### config.mk
export PLATFORM = sky130hd
export DESIGN_NAME = regfile_dump_ctrl
export DESIGN_NICKNAME = d
export VERILOG_FILES = /design/src/rtl/regfile_dump_ctrl.sv
export SDC_FILE = /design/constraint.sdc
export NUM_CORES = 1
export LEC_CHECK = 0
export CORE_UTILIZATION = 44
export CTS_CLUSTER_SIZE = 14
export DETAILED_ROUTE_END_ITERATION = 10
export PLACE_DENSITY = 0.89
export SLEW_MARGIN = 0
export SYNTH_ARGS = -nofsm -noshare
export SYNTH_HDL_FRONTEND = slang
export SYNTH_SLANG_ARGS = --single-unit
### constraint.sdc
create_clock -name clk -period 3.8 [get_ports clk]
set_clock_uncertainty 0.2 [all_clocks]
set_input_delay 0.95 -clock clk [delete_from_list [all_inputs] [get_ports clk]]
set_output_delay 0.95 -clock clk [all_outputs]
set_load 0.02 [all_outputs]
### src/rtl/regfile_dump_ctrl.sv
// rtl/regfile_dump_ctrl.sv - walks the register file read port and streams {addr, data} beats
// Optional running XOR checksum output enabled by REGFILE_DUMP_CHECKSUM_EN.
module regfile_dump_ctrl #(
    parameter int NREGS  = 32,
    parameter int ADDR_W = 5,
    parameter int DATA_W = 32
) (
    input  logic              clk,
    input  logic              reset,
    input  logic              start,
    output logic              busy,
    output logic              done,
    output logic [ADDR_W-1:0] rf_readaddr,
    input  logic [DATA_W-1:0] rf_readdata,
    output logic              out_valid,
    input  logic              out_ready,
    output logic [ADDR_W-1:0] out_addr,
    output logic [DATA_W-1:0] out_data,
    output logic              out_last
`ifdef REGFILE_DUMP_CHECKSUM_EN
    ,
    output logic [DATA_W-1:0] out_sum
`endif
);

    typedef enum logic [1:0] {
        S_IDLE,
        S_FETCH,
        S_SEND,
        S_DONE
    } state_t;

    localparam logic [ADDR_W-1:0] LAST_IDX = ADDR_W'(NREGS - 1);
    localparam logic [ADDR_W-1:0] IDX_ONE  = ADDR_W'(1);

    state_t              r_state;
    state_t              w_next;
    logic [ADDR_W-1:0]   r_index;
    logic [ADDR_W-1:0]   r_out_addr;
    logic [DATA_W-1:0]   r_out_data;
    logic                r_out_valid;
    logic                r_out_last;
    logic                w_is_last;
    logic                w_handshake;
    logic                w_start_accept;

    assign w_is_last      = (r_index == LAST_IDX);
    assign w_handshake    = (r_state == S_SEND) && r_out_valid && out_ready;
    assign w_start_accept = (r_state == S_IDLE) && start;

    always_ff @(posedge clk) begin
        if (reset) begin
            r_state <= S_IDLE;
        end else begin
            r_state <= w_next;
        end
    end

    always_comb begin
        w_next = r_state;
        unique case (r_state)
            S_IDLE:  if (start) w_next = S_FETCH;
            S_FETCH: w_next = S_SEND;
            S_SEND: begin
                if (w_handshake) begin
                    w_next = w_is_last ? S_DONE : S_FETCH;
                end
            end
            S_DONE:  w_next = S_IDLE;
            default: w_next = S_IDLE;
        endcase
    end

    // Beat registers stay frozen across SEND so a stalled sink sees a stable beat.
    always_ff @(posedge clk) begin
        if (reset) begin
            r_index     <= '0;
            r_out_addr  <= '0;
            r_out_data  <= '0;
            r_out_valid <= 1'b0;
            r_out_last  <= 1'b0;
        end else begin
            unique case (r_state)
                S_IDLE: begin
                    if (start) r_index <= '0;
                end
                S_FETCH: begin
                    r_out_data  <= rf_readdata;
                    r_out_addr  <= r_index;
                    r_out_valid <= 1'b1;
                    r_out_last  <= w_is_last;
                end
                S_SEND: begin
                    if (w_handshake) begin
                        r_out_valid <= 1'b0;
                        r_out_last  <= 1'b0;
                        if (!w_is_last) r_index <= r_index + IDX_ONE;
                    end
                end
                S_DONE: begin
                    r_index <= '0;
                end
                default: begin
                    r_index <= '0;
                end
            endcase
        end
    end

`ifdef REGFILE_DUMP_CHECKSUM_EN
    logic [DATA_W-1:0] r_sum;

    always_ff @(posedge clk) begin
        if (reset || w_start_accept) begin
            r_sum <= '0;
        end else if (w_handshake) begin
            r_sum <= r_sum ^ r_out_data;
        end
    end

    assign out_sum = r_sum;
`endif

    // Index returns to 0 on leaving DONE, so the read address is 0 whenever idle.
    assign rf_readaddr = r_index;
    assign busy        = (r_state == S_FETCH) || (r_state == S_SEND);
    assign done        = (r_state == S_DONE);
    assign out_valid   = r_out_valid;
    assign out_addr    = r_out_addr;
    assign out_data    = r_out_data;
    assign out_last    = r_out_last;

endmodule

Figure 1. Routing congestion map.
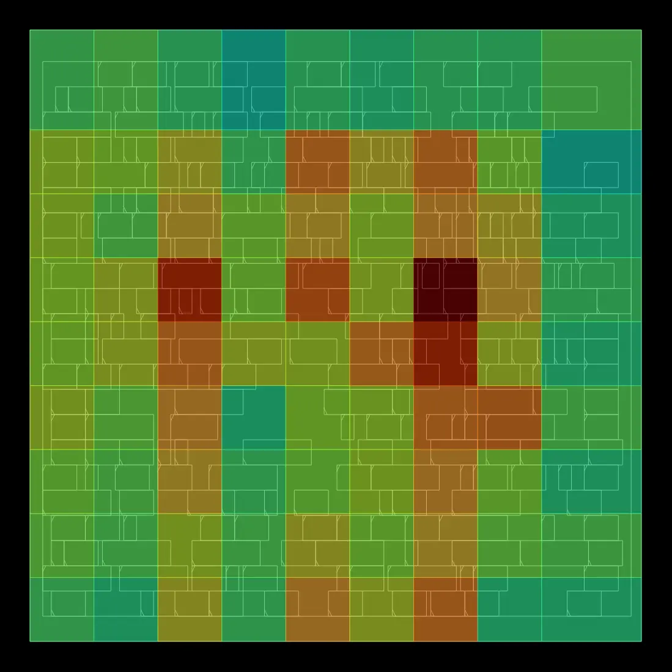
met1 usage: 0.230
met3 usage: 0.0862
fin util: 0.715
Global Route Usage Sum: 0.205

Figure 2. Sequential cells coloured by netlist name.
Scale: 8 px per um. Other sequential cells in the stronger grey, the rest of the logic in the fainter grey.
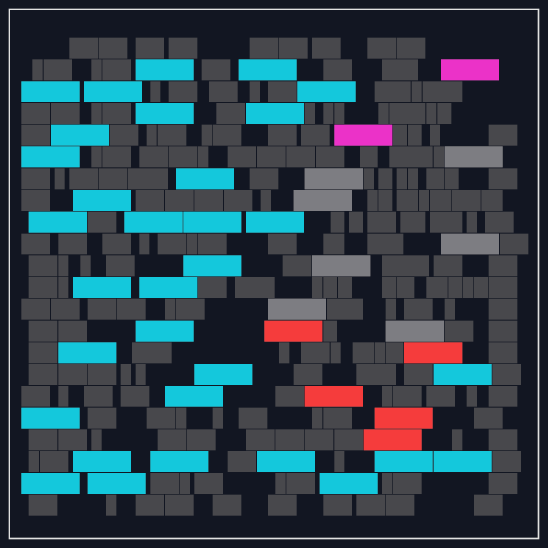
[out_data] cyan | sequential cells: 32
[out_addr] red | sequential cells: 5 | where: bottom right
[r_state] magenta | sequential cells: 2
not coloured: 7

==> ci_impl_report.md <==
## Synthesis and layout report

| Metric | Value |
|---|---|
| Cell area leaders | `dfxtp_1 (51%), mux2i_1 (21%), nor2_1 (8.8%), ha_1 (4.2%), a21oi_1 (2.2%)` |
| Aoi share | `0.0466` |
| Worst Setup Slack, final | `0.986 ns` |
| Setup WS pre-CTS | `0.939 ns` |
| Area fraction in mux cells | `0.206` |
| DRT iter0 DRCs | `95` |
| Die height | `66.0 um` |
| Post-route ant nets | `0` |
| Final #Nets | `301` |
| Synth top cell by count | `dfxtp_1` |
| Design area | `2720 um2` |
| Syn-to-layout area delta | `50.9%` |
| Root cell of the clock tree | `clkbuf_8` |
| Seq share, synth | `0.511` |
| Average size of a mapped cell | `10.0 um2` |
| Int Power | `0.965 mW` |
| Leakage Power | `1.03 nW` |
| GPL Wtd Cong | `0.694` |
| GRT Residual Overflow | `0` |
| Power per cell area | `531 nW/um2` |
| Largest net degree at the start of global routing | `47` |
| Clock buffer depth | `2` |
| Clk slew on worst S/H paths | `0.08 ns` |
| Final Setup Violations | `0` |
| Dominant logic cell types in the final layout | `clkdlybuf4s50_1 (81), dfxtp_1 (46), nor2_1 (42), mux2i_1 (37), a21oi_1 (8)` |
| Max VDD drop | `0.000348 V` |
| Post-Synthesis Cells | `180` |
| Adder Area Share | `0.0417` |
| Hpwl dp | `2890 um` |
| Placed Instance Area | `2640 um2` |
| Worst Path Max Fanout | `5` |
| First-pass DRT Iterations | `4` |
| Outcome | `completed` |
| Top Family by Delay on Critical Path | `buffers and inverters` |
| F_max | `0.355 GHz` |
| DR vias/cell | `5.00` |
| Io pins | `82` |
| WHS | `0.295 ns` |
Figure 3. Close-up of the layout.
Region (13, 26) to (53, 66) um. Cells in grey, sequential cells in the stronger grey; small squares are vias.
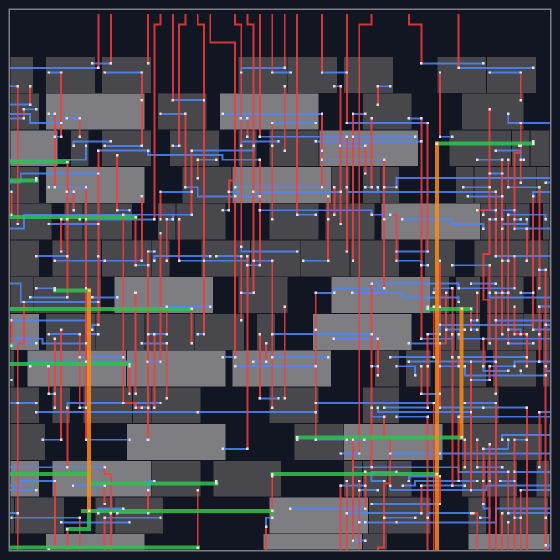
[met4] orange
[met3] green
[met2] red
[met1] blue
netlist names of flops here include: out_data (11), rf_readaddr (3)
cells with their middle in the window: 104
most frequent: clkdlybuf4s50_1 (27), dfxtp_1 (16), mux2i_1 (15)
sequential cells in the window: 16

Figure 4. M2 wires.
Scale: 4 px per um.
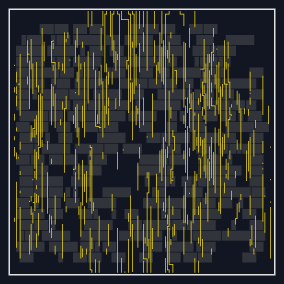
wire length on this layer: 1970 um
nets with wire on the layer: 257

==> worst paths after layout <==
check                      start        endpoint  slack (ns)  depth (start not counted)
hold / removal      out_data[27]    out_data[27]        0.30                          2
setup reg to reg  rf_readaddr[0]  rf_readaddr[3]        1.40                          7
setup / recovery      r_state[0]            busy        0.99                          3
hold reg to reg     out_data[27]    out_data[27]        0.30                          2
==> area by class of cell <==
cell class	instances	area, um2
Sequential cell	46	921
Inverter	3	11.3
Clock buffer	7	76.3
Timing Repair Buffer	83	826
Tap cell	48	60.1
Fill cell	313	1080
Multi-Input combinational cell	120	823
==> power by group through the flow <==
stage               Sequential (mW)  Combinational [mW]  Clock (mW)
finish                        0.594               0.577       0.273
global placement              0.602               0.572           0
floorplan                     0.679               0.284           0
CTS                           0.594               0.583       0.284
detailed placement            0.604               0.579           0
global route                  0.604               0.620       0.309
==> per-layer routing <==
layer | track usage | wire length [um] | up-vias
met5 | 0 | 0 | -
met4 | 0.109 | 86 | 0
met3 | 0.0862 | 354 | 9
met2 | 0.328 | 1970 | 57
met1 | 0.230 | 1680 | 710
li1 | - | - | 760
==> registers in the layout, summed over array words and instances, names as in the netlist <==
signal / flops
out_data: 32
out_addr: 5
rf_readaddr: 5
r_state: 2
out_last: 1
out_valid: 1
==> per-stage QoR <==
step | cells | total power [mW]
3_3_place_gp | 300 | 1.17
6_report | 307 | 1.44
2_1_floorplan | 180 | 0.963
4_1_cts | 307 | 1.46
5_1_grt | 307 | 1.53
3_5_place_dp | 300 | 1.18
==> worst register-to-register path: stages, from the launching register on <==
cell	delay (ns)
dfxtp_1	0.37
ha_1	0.23
and3_1	0.19
ha_1	0.21
nand2_1	0.11
nor4b_1	0.66
a21oi_1	0.13
a21o_1	0.21
No activity file was given, so power comes from the tool's default toggle rates.
